### config.mk
export PLATFORM = sky130hd
export DESIGN_NAME = blob_track_ctrl_flat
export DESIGN_NICKNAME = d
export VERILOG_FILES = /design/src/rtl/blob_track_pkg.sv /design/src/rtl/blob_track_ctrl_if.sv /design/src/rtl/blob_center_calc.sv /design/src/rtl/blob_track_ctrl.sv /design/src/flat_wrapper.sv
export SDC_FILE = /design/constraint.sdc
export NUM_CORES = 1
export LEC_CHECK = 0
export CORE_ASPECT_RATIO = 1.75
export CORE_MARGIN = 10
export CORE_UTILIZATION = 58
export DETAILED_ROUTE_END_ITERATION = 8
export HOLD_SLACK_MARGIN = 0.05
export MAX_ROUTING_LAYER = met4
export PLACE_DENSITY = 0.88
export RECOVER_POWER = 25
export REMOVE_ABC_BUFFERS = 1
export SYNTH_ARGS = -nofsm -noshare
export SYNTH_HDL_FRONTEND = slang
export SYNTH_SLANG_ARGS = --single-unit
export TNS_END_PERCENT = 100
### constraint.sdc
create_clock -name iClock -period 8.55 [get_ports iClock]
set_input_delay 2.565 -clock iClock [delete_from_list [all_inputs] [get_ports iClock]]
set_output_delay 2.565 -clock iClock [all_outputs]
set_load 0.03 [all_outputs]
### src/rtl/blob_track_pkg.sv
// Shared definitions for the blob tracking servo controller: FSM states,
// default parameter values, status LED bit positions and the slew helper.
package blob_track_pkg;

    typedef enum logic [1:0] {
        IDLE   = 2'd0,
        CALC   = 2'd1,
        SLEW   = 2'd2,
        COMMIT = 2'd3
    } state_t;

    localparam logic [24:0] DEF_UPDATE_INTERVAL = 25'h08F0000;
    localparam int          DEF_DUTY_SHIFT      = 4;
    localparam logic [7:0]  DEF_DUTY_OFFSET     = 8'h01;
    localparam logic [7:0]  DEF_RESET_DUTY      = 8'h45;
    localparam logic [7:0]  DEF_MAX_STEP        = 8'h04;

    localparam int LED_BUSY    = 7;
    localparam int LED_SLEW    = 6;
    localparam int LED_REJ_MSB = 3;
    localparam int LED_REJ_LSB = 0;

    typedef struct packed {
        logic       limited;
        logic [7:0] duty;
    } slew_t;

    // Move cur toward tgt by at most step; never wraps because the limited
    // result always lies strictly between cur and tgt.
    function automatic slew_t slew_limit(input logic [7:0] cur,
                                         input logic [7:0] tgt,
                                         input logic [7:0] step);
        slew_t r;
        r.limited = 1'b0;
        r.duty    = tgt;
        if (tgt > cur) begin
            if ((tgt - cur) > step) begin
                r.limited = 1'b1;
                r.duty    = cur + step;
            end
        end else if ((cur - tgt) > step) begin
            r.limited = 1'b1;
            r.duty    = cur - step;
        end
        return r;
    endfunction

endpackage

### src/rtl/blob_track_ctrl_if.sv
// Bounding-box input handshake and servo/status outputs of blob_track_ctrl.
// master = box source (drives coordinates), slave = the controller.
interface blob_track_ctrl_if;

    logic [7:0] iXmin;
    logic [7:0] iXmax;
    logic [7:0] iYmin;
    logic [7:0] iYmax;
    logic       iNewCoord;
    logic       oReady;
    logic [7:0] oXduty;
    logic [7:0] oYduty;
    logic       oUpdate;
    logic [7:0] oLED;

    modport master (
        output iXmin, iXmax, iYmin, iYmax, iNewCoord,
        input  oReady, oXduty, oYduty, oUpdate, oLED
    );

    modport slave (
        input  iXmin, iXmax, iYmin, iYmax, iNewCoord,
        output oReady, oXduty, oYduty, oUpdate, oLED
    );

endinterface

### src/rtl/blob_center_calc.sv
// Combinational per-axis mapping from a min/max pixel pair to a servo duty:
// center of the span, scaled down by DUTY_SHIFT and biased by DUTY_OFFSET.
module blob_center_calc
    import blob_track_pkg::*;
#(
    parameter int         DUTY_SHIFT  = DEF_DUTY_SHIFT,
    parameter logic [7:0] DUTY_OFFSET = DEF_DUTY_OFFSET
) (
    input  logic [7:0] lo,
    input  logic [7:0] hi,
    output logic [7:0] target
);

    logic [8:0] sum;
    logic [7:0] center;

    // Nine-bit sum keeps the carry so the midpoint of 255/255 stays 255.
    always_comb begin
        sum    = {1'b0, lo} + {1'b0, hi};
        center = 8'(sum >> 1);
        target = (center >> DUTY_SHIFT) + DUTY_OFFSET;
    end

endmodule

### src/rtl/blob_track_ctrl.sv
// Blob tracking servo controller: accepts a bounding box when ready, maps
// its center to X/Y servo duties over a fixed 3-cycle pipeline
// (CALC -> SLEW -> COMMIT) and enforces a minimum interval between commits.
// Slew limiting is compiled in only when BLOB_TRACK_SLEW_EN is defined.
module blob_track_ctrl
    import blob_track_pkg::*;
#(
    parameter logic [24:0] UPDATE_INTERVAL = DEF_UPDATE_INTERVAL,
    parameter int          DUTY_SHIFT      = DEF_DUTY_SHIFT,
    parameter logic [7:0]  DUTY_OFFSET     = DEF_DUTY_OFFSET,
    parameter logic [7:0]  RESET_DUTY      = DEF_RESET_DUTY,
    parameter logic [7:0]  MAX_STEP        = DEF_MAX_STEP
) (
    input  logic             iClock,
    input  logic             iReset,
    blob_track_ctrl_if.slave bus
);

`ifdef BLOB_TRACK_SLEW_EN
    localparam bit SLEW_EN = 1'b1;
`else
    localparam bit SLEW_EN = 1'b0;
`endif

    state_t      state;
    state_t      state_next;
    logic        ready;
    logic        accept;
    logic        box_ok;

    logic [24:0] interval_cnt;
    logic        interval_done;

    logic [7:0]  box_xmin;
    logic [7:0]  box_xmax;
    logic [7:0]  box_ymin;
    logic [7:0]  box_ymax;
    logic [7:0]  calc_x;
    logic [7:0]  calc_y;
    logic [7:0]  tgt_x;
    logic [7:0]  tgt_y;
    slew_t       step_x;
    slew_t       step_y;
    logic [7:0]  next_x;
    logic [7:0]  next_y;
    logic        limited_x;
    logic        limited_y;

    logic [7:0]  duty_x;
    logic [7:0]  duty_y;
    logic        update_pulse;
    logic        slew_flag;
    logic [3:0]  reject_cnt;
    logic [7:0]  led;

    assign interval_done = (interval_cnt == UPDATE_INTERVAL);
    assign box_ok        = (bus.iXmin <= bus.iXmax) && (bus.iYmin <= bus.iYmax);
    assign accept        = ready && bus.iNewCoord;

    blob_center_calc #(
        .DUTY_SHIFT  (DUTY_SHIFT),
        .DUTY_OFFSET (DUTY_OFFSET)
    ) u_center_x (
        .lo     (box_xmin),
        .hi     (box_xmax),
        .target (calc_x)
    );

    blob_center_calc #(
        .DUTY_SHIFT  (DUTY_SHIFT),
        .DUTY_OFFSET (DUTY_OFFSET)
    ) u_center_y (
        .lo     (box_ymin),
        .hi     (box_ymax),
        .target (calc_y)
    );

    // FSM state register; reset always wins over a same-edge handshake.
    // NOTE: sequential state uses non-blocking assignments so every register
    // samples the pre-edge values regardless of block ordering.
    always_ff @(posedge iClock) begin
        if (iReset) state <= IDLE;
        else        state <= state_next;
    end

    // Next-state and ready decode; a rejected box leaves the FSM in IDLE.
    // NOTE: every output of this block gets a default first so no path can
    // leave it unassigned and infer a latch.
    always_comb begin
        state_next = state;
        ready      = 1'b0;
        case (state)
            IDLE: begin
                ready = interval_done;
                if (ready && bus.iNewCoord && box_ok) state_next = CALC;
            end
            CALC:    state_next = SLEW;
            SLEW:    state_next = COMMIT;
            COMMIT:  state_next = IDLE;
            default: state_next = IDLE;
        endcase
    end

    // Per-axis slew step toward the target; pass-through when not compiled in.
    always_comb begin
        step_x = '{limited: 1'b0, duty: tgt_x};
        step_y = '{limited: 1'b0, duty: tgt_y};
        if (SLEW_EN) begin
            step_x = slew_limit(duty_x, tgt_x, MAX_STEP);
            step_y = slew_limit(duty_y, tgt_y, MAX_STEP);
        end
    end

    // Pipeline datapath: captured box, targets and slewed duties.
    // NOTE: these stages are always loaded before being consumed, so they
    // carry no reset; only architecturally visible state is reset.
    always_ff @(posedge iClock) begin
        if (accept && box_ok) begin
            box_xmin <= bus.iXmin;
            box_xmax <= bus.iXmax;
            box_ymin <= bus.iYmin;
            box_ymax <= bus.iYmax;
        end
        if (state == CALC) begin
            tgt_x <= calc_x;
            tgt_y <= calc_y;
        end
        if (state == SLEW) begin
            next_x    <= step_x.duty;
            next_y    <= step_y.duty;
            limited_x <= step_x.limited;
            limited_y <= step_y.limited;
        end
    end

    // Visible state: duties, update pulse, status flags and interval counter.
    always_ff @(posedge iClock) begin
        if (iReset) begin
            duty_x       <= RESET_DUTY;
            duty_y       <= RESET_DUTY;
            update_pulse <= 1'b0;
            slew_flag    <= 1'b0;
            reject_cnt   <= 4'h0;
            interval_cnt <= UPDATE_INTERVAL;
        end else begin
            update_pulse <= 1'b0;
            if (!interval_done) interval_cnt <= interval_cnt + 25'd1;
            if (accept && !box_ok && reject_cnt != 4'hF) reject_cnt <= reject_cnt + 4'd1;
            if (state == COMMIT) begin
                duty_x       <= next_x;
                duty_y       <= next_y;
                update_pulse <= 1'b1;
                slew_flag    <= limited_x | limited_y;
                interval_cnt <= 25'd0;
            end
        end
    end

    // Status LED assembly.
    always_comb begin
        led                          = 8'h00;
        led[LED_BUSY]                = (state != IDLE);
        led[LED_SLEW]                = slew_flag;
        led[LED_REJ_MSB:LED_REJ_LSB] = reject_cnt;
    end

    assign bus.oReady  = ready;
    assign bus.oXduty  = duty_x;
    assign bus.oYduty  = duty_y;
    assign bus.oUpdate = update_pulse;
    assign bus.oLED    = led;

endmodule

### src/flat_wrapper.sv
// flat-port wrapper written by rule: the top's interface ports become plain ports
module blob_track_ctrl_flat import blob_track_pkg::*;
#(
    parameter logic [24:0] UPDATE_INTERVAL = DEF_UPDATE_INTERVAL,
    parameter int          DUTY_SHIFT      = DEF_DUTY_SHIFT,
    parameter logic [7:0]  DUTY_OFFSET     = DEF_DUTY_OFFSET,
    parameter logic [7:0]  RESET_DUTY      = DEF_RESET_DUTY,
    parameter logic [7:0]  MAX_STEP        = DEF_MAX_STEP
)
  (iClock, iReset, bus_iXmin, bus_iXmax, bus_iYmin, bus_iYmax, bus_iNewCoord, bus_oReady, bus_oXduty, bus_oYduty, bus_oUpdate, bus_oLED);
  blob_track_ctrl_if bus_i ();
  input  logic iClock;
  input  logic iReset;
  input wire logic [$bits(bus_i.iXmin)-1:0] bus_iXmin;
  input wire logic [$bits(bus_i.iXmax)-1:0] bus_iXmax;
  input wire logic [$bits(bus_i.iYmin)-1:0] bus_iYmin;
  input wire logic [$bits(bus_i.iYmax)-1:0] bus_iYmax;
  input wire logic [$bits(bus_i.iNewCoord)-1:0] bus_iNewCoord;
  output wire logic [$bits(bus_i.oReady)-1:0] bus_oReady;
  output wire logic [$bits(bus_i.oXduty)-1:0] bus_oXduty;
  output wire logic [$bits(bus_i.oYduty)-1:0] bus_oYduty;
  output wire logic [$bits(bus_i.oUpdate)-1:0] bus_oUpdate;
  output wire logic [$bits(bus_i.oLED)-1:0] bus_oLED;
  assign bus_i.iXmin = bus_iXmin;
  assign bus_i.iXmax = bus_iXmax;
  assign bus_i.iYmin = bus_iYmin;
  assign bus_i.iYmax = bus_iYmax;
  assign bus_i.iNewCoord = bus_iNewCoord;
  assign bus_oReady = bus_i.oReady;
  assign bus_oXduty = bus_i.oXduty;
  assign bus_oYduty = bus_i.oYduty;
  assign bus_oUpdate = bus_i.oUpdate;
  assign bus_oLED = bus_i.oLED;
  blob_track_ctrl #(.UPDATE_INTERVAL(UPDATE_INTERVAL), .DUTY_SHIFT(DUTY_SHIFT), .DUTY_OFFSET(DUTY_OFFSET), .RESET_DUTY(RESET_DUTY), .MAX_STEP(MAX_STEP)) u_core (.iClock(iClock), .iReset(iReset), .bus(bus_i));
endmodule
==> impl_metrics.toml, run 1 <==
# physical design summary
[floorplanning]
die_h_microns = 140
fp_util_pct = 60.0
core_area_sq_um = 8020

[worst_setup_path]
critPathKind = "flip-flop to output port"
cp_top_family = "buffers and inverters"
reg2reg_to = "u_core.tgt_y[3]$_DFFE_PN_"
critical_path_buf_inv_count = 2
critPathArrivalTime_ns = 2.32
critPathCaptureType = "output port"

[outcome]
outcome = "completed"

[cts]
root_buffer = "clkbuf_16"
post_cts_resized = 0

[run]
drv_cap = 0

[yosys]
synth_top_cell_by_area = "edfxtp_1"
area_leaders = "edfxtp_1 (32%), dfxtp_1 (18%), ha_1 (10%)"
syn_avg_cell_area_sq_um = 11.1
ys.flops = 95
ys_cells = 434

[final_timing]
tns_ns = 0
finalHoldViolCount = 0
fin_crit_sh_pct = 57.2

[routing]
num_vias = 3404
first_pass_iters = 4
## run 1: flip-flops by register name, summed over array words and instances (netlist names), 2 cells and up
signal,count
u_core.bus.oXduty,5
u_core.box_ymax,8
u_core.reject_cnt,4
u_core.next_x,5
u_core.interval_cnt,25
u_core.tgt_y,5
u_core.bus.oYduty,6
u_core.state,2
u_core.next_y,5
u_core.box_xmin,8
u_core.tgt_x,5
u_core.box_ymin,8
u_core.box_xmax,8
## run 1: final cells by class
cell class | instances | area (sq um) | area share, %
tap | 90 | 113 | 2.00
inverter | 33 | 124 | 2.19
sequential | 95 | 2420 | 42.9
multi-input combinational | 296 | 2170 | 38.5
timing repair buffer | 55 | 546 | 9.67
clock inverter | 7 | 40.0 | 0.709
clock buffer | 9 | 225 | 3.99
## run 1: logic make-up after synthesis
| family | count (synthesis) |
|---|---|
| AOI/OAI and AO/OA | 63 |
| xor gates and xnor gates | 27 |
| adders and majority gates | 40 |
| buffers and inverters | 49 |
| DFF | 95 |
| muxes | 11 |
| other | 1 |
| and+or+nand+nor | 148 |
## run 1: power by group through the flow
| stage | registers [uW] | clock network (uW) | logic (uW) |
|---|---|---|---|
| finish | 611 | 358 | 431 |
| global route | 618 | 379 | 476 |
| CTS | 611 | 362 | 432 |
| detailed placement | 620 | 0 | 426 |
| global placement | 616 | 0 | 405 |
| floorplan | 629 | 0 | 284 |
## run 1: worst max-delay path by stage
| stage | slack, ns | depth (start not counted) | endpoint | start |
|---|---|---|---|---|
| after floorplan | 3.14 | 8 | u_core.box_xmax[0]$_DFFE_PP_ | bus_iXmax[1] |
| after global placement | 3.50 | 10 | u_core.box_xmax[7]$_DFFE_PP_ | bus_iXmax[1] |
| after detailed placement | 3.37 | 10 | u_core.box_xmax[6]$_DFFE_PP_ | bus_iXmax[1] |
| after CTS | 3.67 | 6 | bus_oReady | u_core.interval_cnt[0]$_SDFFE_PP0N_ |
| after global routing | 3.48 | 6 | bus_oReady | u_core.interval_cnt[0]$_SDFFE_PP0N_ |
| final | 3.66 | 6 | bus_oReady | u_core.interval_cnt[0]$_SDFFE_PP0N_ |
## run 1: layer usage
metal  wire (microns)  GRT usage, %  vias up
met1             3410          14.4     1634
met5                0             -        -
met2             5300          29.2       74
met3              330          4.01       18
met4              230          7.53        0
li1                 -             -     1678
## run 1: cell usage in the layout, fill, tap and decap left out, types with 7 or more instances in the layout
cell type and n:
nand4_1 16, edfxtp_1 52, nand3_1 15, nor2_1 37
mux2i_1 8, nor2b_1 9, clkbuf_16 9, conb_1 7
o21ai_0 9, ha_1 40, xor2_1 20, dfxtp_1 43
xnor2_1 7, a21oi_1 20, nand2_1 14, clkdlybuf4s50_1 52
inv_1 33
## run 1: through the flow
step	power [uW]	hold WS, ns	util (%)
2_1_floorplan	913	0.400	-
3_3_place_gp	1020	0.401	67.1
3_5_place_dp	1050	0.405	67.1
4_1_cts	1410	0.420	70.4
5_1_grt	1470	0.423	70.4
6_report	1400	0.422	70.4
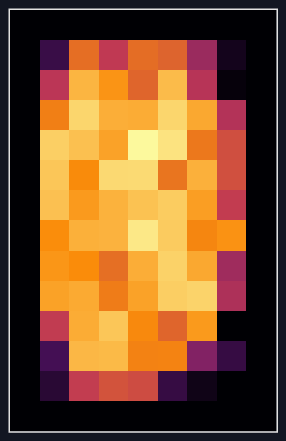
*Placement density heat map, run 1*
Drawn at 3 px/micron. The die is cut into 9 by 14 equal tiles; black is low, pale yellow is high, 0 to 100% covered.
tiles over 75% full	34%
nearly empty tiles	36%
densest ninth of the die	center

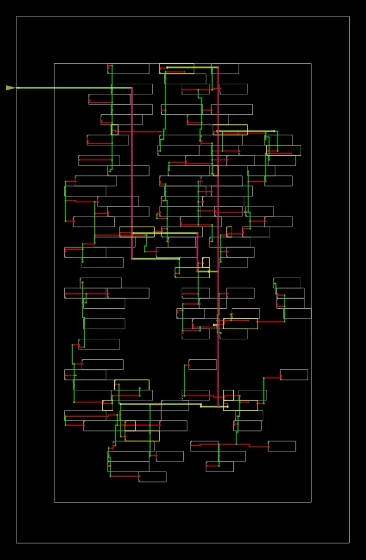
*Clock nets, run 1*
Clock Skews: 0.00475 ns
Clk Latency, worst-skew pair: 0.34 ns

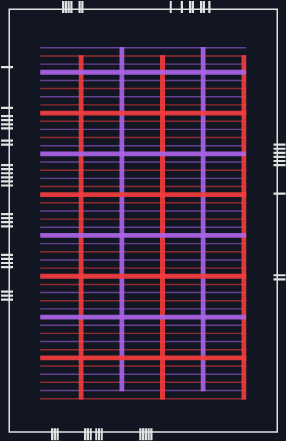
*PDN straps and rails, run 1*
Drawn at 3 px/micron. Pins as bars on the die edge.
net	color
VSS	red
VDD	purple
met4 straps	5
rows	43
met5 straps	8
met1 rails	44
signal pins	61

## Run 2: what changed since run 1
--- a/config.mk
+++ b/config.mk
@@ -7,11 +7,11 @@
 export LEC_CHECK = 0
 export CORE_ASPECT_RATIO = 1.75
 export CORE_MARGIN = 10
-export CORE_UTILIZATION = 58
+export CORE_UTILIZATION = 56
 export DETAILED_ROUTE_END_ITERATION = 8
 export HOLD_SLACK_MARGIN = 0.05
 export MAX_ROUTING_LAYER = met4
-export PLACE_DENSITY = 0.88
+export PLACE_DENSITY = 0.86
 export RECOVER_POWER = 25
 export REMOVE_ABC_BUFFERS = 1
 export SYNTH_ARGS = -nofsm -noshare
==> constraint.sdc (replaced) <==
create_clock -name iClock -period 4.6 [get_ports iClock]
set_input_delay 1.38 -clock iClock [delete_from_list [all_inputs] [get_ports iClock]]
set_output_delay 1.38 -clock iClock [all_outputs]
set_load 0.03 [all_outputs]
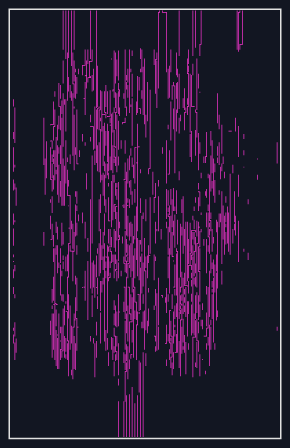
*Metal 2, run 2*
Drawn at 3 px/micron.
longest straight run	35.7 microns
share of all routed wire	56%
nets with wire on the layer	496

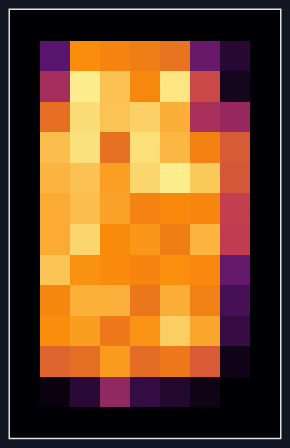
*Placement density heat map, run 2*
Drawn at 3 px/micron. The die is cut into 9 by 14 equal tiles; black is low, pale yellow is high, 0 to 100% covered.
tiles over 75% full	29%
densest ninth of the die	center
mean over tiles	43%
fullest tile	96%

==> run 2 against run 1 <==
Worst hold slack got worse by 0.0034 ns. Non-clock buffer count did not move. Flip-flop count did not move. Synthesized area did not move. Cell area rose by 0.84%. Global-route usage fell by 0.51 points. Clock power rose by 97%. Combinational power rose by 86%. Synthesized cell count did not move. Critical endpoint unchanged. Largest cell class unchanged.
==> impl_metrics.toml, run 2 <==
# physical design summary
[outcome]
outcome = "completed"

[cts]
root_buffer = "clkbuf_16"
worst_skew_pair.late_latency_ns = 0.35
post_cts_resized = 0

[run]
drv_cap = 0

[finish]
largest_reg_flops = 25
layout_top_cell = "edfxtp_1"

[yosys]
ys.flops = 95
synth_top_cell_by_area = "edfxtp_1"
syn_avg_cell_area_sq_um = 11.1
area_leaders = "edfxtp_1 (32%), dfxtp_1 (18%), ha_1 (10%)"
ys_cells = 434

[worst_setup_path]
reg2reg_to = "u_core.tgt_y[3]$_DFFE_PN_"
startpoint = "u_core.interval_cnt[0]$_SDFFE_PP0N_"
critPathCaptureType = "output port"
critPathArrivalTime_ns = 2.39

[floorplanning]
core_area_sq_um = 8310
fp_util_pct = 57.8
die_h_microns = 143

[final_timing]
finalHoldViolCount = 0
fin_skew_ns = 0.00756
fin_crit_sh_pct = 82.0
tns_ns = 0

[routing]
first_pass_iters = 5
num_vias = 3374
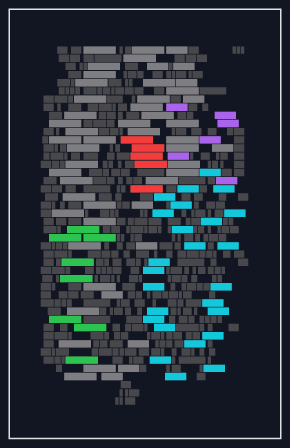
*Sequential cells colored by netlist name, run 2*
Drawn at 3 px/micron. Other sequential cells in the stronger gray, the rest of the logic in the fainter gray.
name in the netlist	color	sequential cells
u_core.bus.oYduty	purple	6
u_core.box_ymin	green	8
u_core.interval_cnt	cyan	25
u_core.tgt_y	red	5
not colored	51

==> run 2: report_power, final <==
part | internal (uW) | switching, uW
combinational | 321 | 480
clock | 383 | 324
sequential | 1080 | 57.9
total | 1780 | 861
==> run 2: area by class of cell <==
cell class                 instances  area [sq um]  area share, %
clock buffer                      10           239           4.20
clock inverter                     6          42.5          0.747
timing repair buffer              55           546           9.58
multi-input combinational        296          2170           38.2
sequential                        95          2420           42.6
tap                              115           144           2.53
inverter                          33           124           2.18
==> run 2: stage by stage <==
| step | power (uW) | worst slack [ns] | util [%] |
|---|---|---|---|
| after detailed placement | 1950 | 0.611 | 65.1 |
| final | 2650 | 0.828 | 68.5 |
| after global placement | 1900 | 0.728 | 65.1 |
| after CTS | 2660 | 0.799 | 68.5 |
| after global routing | 2780 | 0.676 | 68.5 |
| after floorplan | 1700 | 0.378 | - |
==> run 2: logic make-up after synthesis <==
family	after synthesis	share of synthesized area [%]
AOI/OAI and AO/OA	63	9.16
xor gates and xnor gates	27	4.92
adders and majority gates	40	10.4
buffers and inverters	49	4.89
DFF	95	50.4
muxes	11	2.37
other	1	0.0780
and+or+nand+nor	148	17.8
==> run 2: how the worst max path moves through the flow <==
stage | slack (ns) | cells after the start | endpoint
floorplan | 0.38 | 8 | u_core.box_xmax[0]$_DFFE_PP_
global placement | 0.73 | 10 | u_core.box_xmax[7]$_DFFE_PP_
detailed placement | 0.61 | 10 | u_core.box_xmin[6]$_DFFE_PP_
CTS | 0.80 | 6 | bus_oReady
global route | 0.68 | 6 | bus_oReady
finish | 0.83 | 6 | bus_oReady
==> run 2: per-layer routing <==
metal  wire [microns]  up-vias  global-route usage [%]  part of all wire (%)
li1                 -     1678                       -                     -
met4              176        0                    8.75                   1.9
met5                0        -                       -                     0
met3              368       13                    3.59                   3.9
met1             3610     1615                    14.6                    38
met2             5290       68                    28.0                    56
==> run 2: critical path, delay by kind of cell, from the launching register on <==
| family | cells | cell delay (ns) |
|---|---|---|
| fa+ha+maj | 1 | 0.19 |
| buf+inv | 2 | 0.82 |
| flops | 1 | 0.33 |
| simple gates | 3 | 0.71 |
## Run 3: what changed since run 2
--- a/config.mk
+++ b/config.mk
@@ -7,11 +7,11 @@
 export LEC_CHECK = 0
 export CORE_ASPECT_RATIO = 1.75
 export CORE_MARGIN = 10
-export CORE_UTILIZATION = 56
+export CORE_UTILIZATION = 50
 export DETAILED_ROUTE_END_ITERATION = 8
 export HOLD_SLACK_MARGIN = 0.05
 export MAX_ROUTING_LAYER = met4
-export PLACE_DENSITY = 0.86
+export PLACE_DENSITY = 0.81
 export RECOVER_POWER = 25
 export REMOVE_ABC_BUFFERS = 1
 export SYNTH_ARGS = -nofsm -noshare
==> constraint.sdc (replaced) <==
create_clock -name iClock -period 3.2 [get_ports iClock]
set_input_delay 0.96 -clock iClock [delete_from_list [all_inputs] [get_ports iClock]]
set_output_delay 0.96 -clock iClock [all_outputs]
set_load 0.03 [all_outputs]
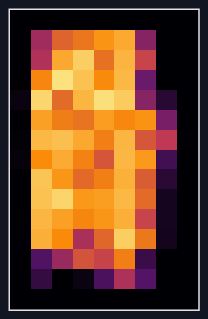
*Placement density heat map, run 3*
Drawn at 2 px/micron. The die is cut into 9 by 15 equal tiles; black is low, pale yellow is high, 0 to 100% covered.
fullest tile	94%
mean over tiles	40%
densest ninth of the die	center
tiles over 75% full	27%
nearly empty tiles	36%

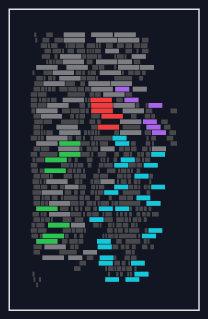
*Sequential cells colored by netlist name, run 3*
Drawn at 2 px/micron. Other sequential cells in the stronger gray, the rest of the logic in the fainter gray.
name in the netlist	color	sequential cells
u_core.tgt_y	red	5
u_core.bus.oYduty	purple	6
u_core.box_ymin	green	8
u_core.interval_cnt	cyan	25

==> run 3 against run 2 <==
Via count increased by 0.24%. Largest cell class unchanged. Core utilization decreased by 7.2 points. Clock power increased by 53%. First-iteration DRC count decreased by 12%. Sequential power increased by 43%. Largest power group unchanged. Clock skew about the same.
==> impl_metrics.toml, run 3 <==
# physical design summary
[routing]
num_vias = 3382
first_pass_iters = 4

[power_and_ir_drop]
internal_power_uw = 2650
pwr-share-seq_pct = 42.2
switching_share_pct = 31.4
pwr-share-clk_pct = 28.1
combinationalPowerShare_pct = 29.6

[worst_setup_path]
critPathCaptureType = "flip-flop"
critPathArrivalTime_ns = 3.00
cp_top_family = "buffers and inverters"
critPathKind = "input pin to flip-flop"
critical_path_buf_inv_count = 3

[floorplanning]
die_h_microns = 150
fp_util_pct = 51.1

[final_timing]
fin_crit_sh_pct = 92.7
finalHoldViolCount = 0
tns_ns = 0
hold_slack_ns = 0.417

[run]
drv_cap = 0

[yosys]
syn_avg_cell_area_sq_um = 11.1
ys.flops = 95
synth_top_cell_by_area = "edfxtp_1"

[finish]
layout_top_cell = "edfxtp_1"
largest_reg_flops = 25
final_cell_mix = "edfxtp_1 (52), dfxtp_1 (43), ha_1 (40), nor2_1 (37), inv_1 (33)"
top_register = "u_core.interval_cnt"

[placed_design]
place_ws_ns = -0.0831

[outcome]
outcome = "completed"

[cts]
worst_skew_pair.late_latency_ns = 0.34
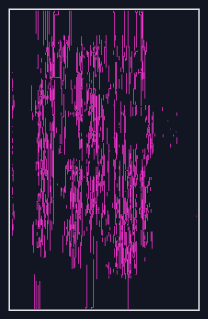
*Metal 2, run 3*
Drawn at 2 px/micron.
longest straight run	41.8 microns
wire length on this layer	5,140 microns

run 3: cell count changes in the layout (fill, tap and decap cells not counted), moves of 2 or more:
cell / delta
clkdlybuf4s50_1: -20
dlygate4sd3_1: +19
buf_4: +3
clkinv_2: -2
clkinv_4: -2
run 3: final cells by class:
cell class / instances / area [sq um]
repair buffers: 59 / 583
clock inverters: 5 / 61.3
inverters: 33 / 124
fillers: 769 / 3650
clock buffers: 11 / 243
well taps: 122 / 153
multi-input cells: 296 / 2170
flip-flops and latches: 95 / 2420
run 3: cell families after synthesis:
group / synth area share, %
flip-flops: 50.4
AND/OR/NAND/NOR: 17.8
multiplexers: 2.37
XOR/XNOR: 4.92
other: 0.0780
AND-OR/OR-AND: 9.16
adder cells (fa/ha/maj): 10.4
buffers and inverters: 4.89
run 3: worst paths after layout:
check             cells past startpoint                            to                    startpoint
setup / recovery                      9  u_core.box_ymin[5]$_DFFE_PP_                  bus_iYmax[7]
hold / removal                        0    u_core.next_y[2]$_DFFE_PP_     u_core.tgt_y[2]$_DFFE_PN_
setup reg to reg                      8     u_core.tgt_y[3]$_DFFE_PN_  u_core.box_ymin[5]$_DFFE_PP_
hold reg to reg                       0    u_core.next_y[2]$_DFFE_PP_     u_core.tgt_y[2]$_DFFE_PN_
run 3: metrics by stage:
step | cell area, sq um | cells | util [%]
floorplan | 4720 | 424 | -
global placement | 5460 | 605 | 58.0
detailed placement | 5460 | 605 | 58.0
CTS | 5760 | 621 | 61.3
global route | 5760 | 621 | 61.2
finish | 5760 | 621 | 61.2
run 3: power groups by stage:
stage               logic [uW]  registers, uW  clock network (uW)
global placement          1110           1650                   0
global route              1270           1650                1150
CTS                       1160           1630                1110
detailed placement        1160           1660                   0
finish                    1140           1630                1080
floorplan                  759           1680                   0
run 3: worst register-to-register path: stages, from the launching register on:
cell and delay, ns:
edfxtp_1 0.37, ha_1 0.40, or4b_1 0.46, o2111ai_1 0.14, or3_1 0.18, inv_1 0.06, o21ai_1 0.12, and3_1 0.16
nand3_1 0.09
run 3: repair_timing:
item | 4_1_cts | 5_1_grt
endpoints found under the setup margin | 1 | 1
hold endpoints to repair | 0 | 0
gates resized | 1 | 3
hold buffers | 0 | 0
run 3: metal layers:
metal  up-vias  share of wire [%]  track usage [%]
li1       1687                  -                -
met4         0                1.9             6.18
met5         -                  0                -
met3        11                4.0             3.66
met2        62                 56             25.5
met1      1622                 38             13.0
Power and IR drop assume default switching activity.
